### Gate families picked out

Bar = 20 um.
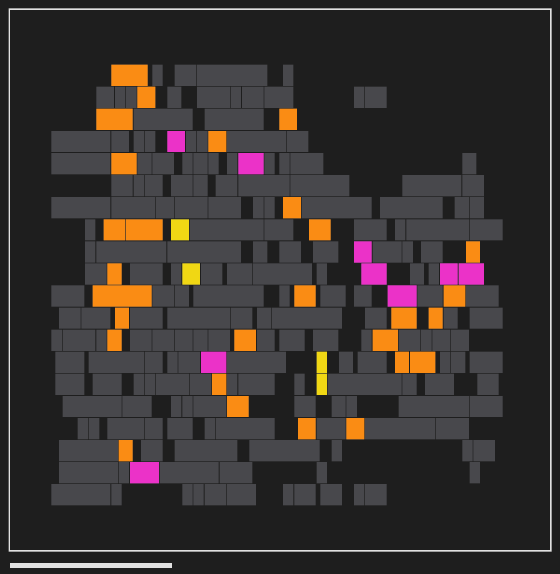
### The clock network

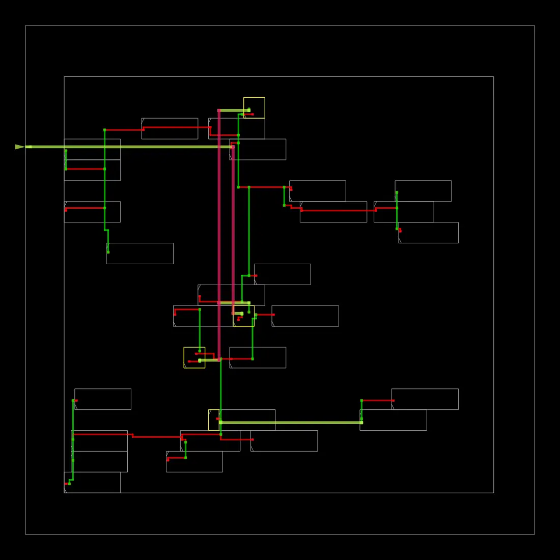
<file path="src/rtl/car_pkg.sv">
`default_nettype none
// +--------------------------------------------------------------------+
// | car_pkg                                                            |
// | Shared states and screen/sprite geometry for the car sequencer.    |
// | Rev 1.0 - initial release                                          |
// +--------------------------------------------------------------------+
package car_pkg;

   typedef enum logic [2:0] {
      IDLE  = 3'd0,
      ERASE = 3'd1,
      MOVE  = 3'd2,
      DRAW  = 3'd3,
      WAIT  = 3'd4
   } car_state_t;

   localparam int SCREEN_W = 160;
   localparam int SCREEN_H = 120;
   localparam int SPRITE_W = 20;
   localparam int SPRITE_H = 20;

   localparam logic [7:0] X_MAX_DEF = 8'(SCREEN_W - SPRITE_W);
   localparam logic [8:0] BG_COLOUR = 9'h000;

endpackage

`default_nettype wire

</file>
<file path="src/rtl/step_divider.sv">
`default_nettype none
// +--------------------------------------------------------------------+
// | step_divider                                                       |
// | Counts unpaused frame ticks while enabled; pulses step every N.    |
// | Rev 1.0 - initial release                                          |
// +--------------------------------------------------------------------+
module step_divider #(
   parameter int FRAMES_PER_STEP = 4
) (
   input  logic clk,
   input  logic resetn,
   input  logic en,
   input  logic pause,
   input  logic frame_tick,
   output logic step
);

   logic [3:0] r_count;
   logic       w_tick;
   logic       w_last;

   assign w_tick = en & frame_tick & ~pause;
   assign w_last = (r_count == 4'(FRAMES_PER_STEP - 1));
   assign step   = w_tick & w_last;

   always_ff @(posedge clk) begin
      if (!resetn) begin
         r_count <= 4'd0;
      end else if (w_tick) begin
         r_count <= w_last ? 4'd0 : r_count + 4'd1;
      end
   end

endmodule

`default_nettype wire

</file>
<file path="src/rtl/car_move_ctrl.sv">
`default_nettype none
// +--------------------------------------------------------------------+
// | car_move_ctrl                                                      |
// | Erase/move/draw/wait sequencer for the 20x20 car sprite drawer.    |
// | Optional feature macro: CAR_ERASE_EN (erase pass before each move) |
// | Rev 1.0 - initial release                                          |
// +--------------------------------------------------------------------+
module car_move_ctrl
   import car_pkg::*;
#(
   parameter logic [7:0] X_START         = 8'd0,
   parameter logic [6:0] LANE_Y          = 7'd50,
   parameter logic [7:0] X_MAX           = X_MAX_DEF,
   parameter logic [7:0] STEP_PX         = 8'd2,
   parameter int         FRAMES_PER_STEP = 4,
   parameter logic [8:0] WDOG_CYCLES     = 9'd511
) (
   input  logic       clk,
   input  logic       resetn,
   input  logic       start,
   input  logic       pause,
   input  logic       frame_tick,
   input  logic       draw_done,
   output logic [7:0] car_x,
   output logic [6:0] car_y,
   output logic       draw_resetn,
   output logic       plot,
   output logic       erase,
   output logic       lap,
   output logic       wdog_err
);

   car_state_t r_state;
   logic [8:0] r_phase;
   logic [7:0] r_car_x;
   logic       r_draw_resetn;
   logic       r_plot;
   logic       r_lap;
   logic       r_wdog_err;

   logic       w_step;
   logic       w_done_ok;
   logic       w_wdog_hit;
   logic       w_phase_end;
   logic [8:0] w_next_x;
   logic       w_wrap;

   step_divider #(
      .FRAMES_PER_STEP(FRAMES_PER_STEP)
   ) u_step_div (
      .clk       (clk),
      .resetn    (resetn),
      .en        (r_state == WAIT),
      .pause     (pause),
      .frame_tick(frame_tick),
      .step      (w_step)
   );

   // Phase 0 carries the drawer's stale done from reset, so it is never accepted.
   assign w_done_ok   = draw_done && (r_phase != 9'd0);
   assign w_wdog_hit  = !w_done_ok && (r_phase == WDOG_CYCLES);
   assign w_phase_end = w_done_ok || (r_phase == WDOG_CYCLES);

   assign w_next_x = {1'b0, r_car_x} + {1'b0, STEP_PX};
   assign w_wrap   = (w_next_x > {1'b0, X_MAX});

`ifdef CAR_ERASE_EN
   logic r_erase;
   assign erase = r_erase;
`else
   assign erase = 1'b0;
`endif

   always_ff @(posedge clk) begin
      if (!resetn) begin
         r_state       <= IDLE;
         r_phase       <= 9'd0;
         r_car_x       <= X_START;
         r_draw_resetn <= 1'b0;
         r_plot        <= 1'b0;
         r_lap         <= 1'b0;
         r_wdog_err    <= 1'b0;
`ifdef CAR_ERASE_EN
         r_erase       <= 1'b0;
`endif
      end else begin
         r_lap <= 1'b0;
         case (r_state)
            IDLE: begin
               if (start) begin
                  r_state       <= DRAW;
                  r_phase       <= 9'd0;
                  r_draw_resetn <= 1'b1;
               end
            end
`ifdef CAR_ERASE_EN
            ERASE,
`endif
            DRAW: begin
               if (w_phase_end) begin
                  r_draw_resetn <= 1'b0;
                  r_plot        <= 1'b0;
                  r_phase       <= 9'd0;
                  if (w_wdog_hit) begin
                     r_wdog_err <= 1'b1;
                  end
`ifdef CAR_ERASE_EN
                  r_erase <= 1'b0;
                  r_state <= (r_state == ERASE) ? MOVE : WAIT;
`else
                  r_state <= WAIT;
`endif
               end else begin
                  // Plot lags draw_resetn by one cycle to cover the drawer's ROM latency.
                  r_phase <= r_phase + 9'd1;
                  r_plot  <= 1'b1;
               end
            end
            MOVE: begin
               r_car_x       <= w_wrap ? X_START : w_next_x[7:0];
               r_lap         <= w_wrap;
               r_state       <= DRAW;
               r_phase       <= 9'd0;
               r_draw_resetn <= 1'b1;
            end
            WAIT: begin
               if (w_step) begin
`ifdef CAR_ERASE_EN
                  r_state       <= ERASE;
                  r_phase       <= 9'd0;
                  r_draw_resetn <= 1'b1;
                  r_erase       <= 1'b1;
`else
                  r_state <= MOVE;
`endif
               end
            end
            default: r_state <= IDLE;
         endcase
      end
   end

   assign car_x       = r_car_x;
   assign car_y       = LANE_Y;
   assign draw_resetn = r_draw_resetn;
   assign plot        = r_plot;
   assign lap         = r_lap;
   assign wdog_err    = r_wdog_err;

endmodule

`default_nettype wire

</file>
<file path="config.mk">
export PLATFORM = sky130hd
export DESIGN_NAME = car_move_ctrl
export DESIGN_NICKNAME = d
export VERILOG_FILES = /design/src/rtl/car_pkg.sv /design/src/rtl/step_divider.sv /design/src/rtl/car_move_ctrl.sv
export SDC_FILE = /design/constraint.sdc
export NUM_CORES = 1
export LEC_CHECK = 0
export CORE_MARGIN = 5
export CORE_UTILIZATION = 47
export DETAILED_ROUTE_END_ITERATION = 16
export GPL_TIMING_DRIVEN = 0
export HOLD_SLACK_MARGIN = 0.08
export PLACE_DENSITY = 0.84
export SLEW_MARGIN = 5
export SYNTH_ARGS = -nofsm -noshare
export SYNTH_HDL_FRONTEND = slang
export SYNTH_SLANG_ARGS = --single-unit
</file>
<file path="constraint.sdc">
create_clock -name clk -period 1.75 [get_ports clk]
set_input_delay 0.2625 -clock clk [delete_from_list [all_inputs] [get_ports clk]]
set_output_delay 0.2625 -clock clk [all_outputs]
set_load 0.1 [all_outputs]
</file>
==> qor.rpt <==
CELLS AND AREA
--------------------------------------------------------------------
Commonest non-fill, non-tap cell in the layout ........      nand2_1
Layout buffer count excluding clock buffers ...........           49
Area fraction of clock buffers and clock inverters ....        1.27%
Clock tree buffer count of the final layout ...........            4
Register Area .........................................      572 um2
Final Cell Area .......................................  0.00208 mm2
Number of nets in the finished design .................          237
Count of non-filler cells in the finished layout ......          269
Fraction of cell area in non-clock buffers ............        20.2%
Post-route core utilization ...........................        68.0%
Number of diodes ......................................            0
Layout-stage area growth over the synthesis result ....        38.3%

CRITICAL PATH
--------------------------------------------------------------------
Data required, critical path ..........................      1.97 ns
Worst flop-to-flop path startpoint .................... r_phase[1]$_SDFFE_PN0P_
CP delay by family, top ............................... simple AND/OR/NAND/NOR gates
Worst Path Class, Setup ...............................      reg2reg
Reg-to-reg slack, setup ...............................     -0.12 ns
Capture point of the critical path .................... r_phase[1]$_SDFFE_PN0P_

CLOCKING
--------------------------------------------------------------------
Clock tree root driver cell ...........................     clkbuf_4
Maximum clock insertion buffer count ..................            2
H-tree level count ....................................            1

SYNTHESIS
--------------------------------------------------------------------
Gate count after technology mapping ...................          182
Dominant Register Cell ................................      dfxtp_1
Total number of yosys warnings ........................            0
Post-synth top area share .............................        36.0%

POWER
--------------------------------------------------------------------
Proportion of power drawn by flip-flops and latches ...        51.7%
Overall power consumption .............................    0.00126 W
Dominant power group .................................. sequential cells
Combinational power ...................................   0.000336 W
Cell internal power dissipation .......................   0.000813 W
Cell area power density ...............................   606 mW/mm2

DRT
--------------------------------------------------------------------
Post-route DRC ........................................            0
Antenna Violating Nets Remaining ......................            0
Drt pass-1 iters ......................................            4

TIMING
--------------------------------------------------------------------
RSZ-0062 raised after global routing ..................          yes
Fin. Hold Viols .......................................            0
Max-slew violation total from the final report ........            0
Setup WS post-layout ..................................    -0.116 ns
Transition time at the pin with the least slew margin .     0.844 ns
Setup violations, final ...............................           11
Crit share post-route .................................         107%
Post-route setup TNS ..................................    -0.831 ns

GLOBAL ROUTING
--------------------------------------------------------------------
Routing usage on met2 .................................        30.2%
Initial antenna violation count .......................            0
Vias in the first global route ........................         1374

MIN PATH
--------------------------------------------------------------------
Path category of the worst min-delay check ............      reg2reg

FLOORPLANNING
--------------------------------------------------------------------
Taps Inserted .........................................           44

PLACE
--------------------------------------------------------------------
Estimated wirelength of the detail-placed design ......      2240 um

STATUS
--------------------------------------------------------------------
Result of the run ..................................... finished, violations left
Failing checks ........................................ setup timing

Back to the opening pictures, 'Gate families picked out':
- magenta: AND and OR gates (cells 9)
- yellow: inverters (cells 4; where center)
- orange: inverting AOI/OAI gates (cells 28)

Back to the opening pictures, 'The clock network':
Clk power: 0.000273 W
total clock buffers created by CTS: 3
clk sinks: 27
clock latency at the later pin of the worst-skew pair: 0.33 ns
worst clock skew: 0.00272 ns

[state kept, by name, indices dropped and copies added (netlist names)]
register	count
wdog_err	1
r_state	3
car_x	7
r_phase	9
lap	1
draw_resetn	1
u_step_div.r_count	4
plot	1
[cells by family (layout without fill, tap and decap cells)]
kind of cell    after synthesis  in the layout  synth area share [%]
compound gates               33             33                  15.4
flops                        27             27                  36.0
other cells                   2              9                 0.500
xor+xnor                      5              5                  2.92
mux                           2              2                  1.33
buf+inv                      21             57                  8.08
simple gates                 87             87                  31.6
fa+ha+maj                     5              5                  4.17
[what timing repair did]
action                     in CTS  in global routing
cloned                          2                  0
setup endpoints to repair      25                 17
pin swaps                      14                  6
setup buffers                  10                  4
gates resized                  56                 13
hold buffers                    0                  0
No activity file was given, so power comes from the tool's default toggle rates.
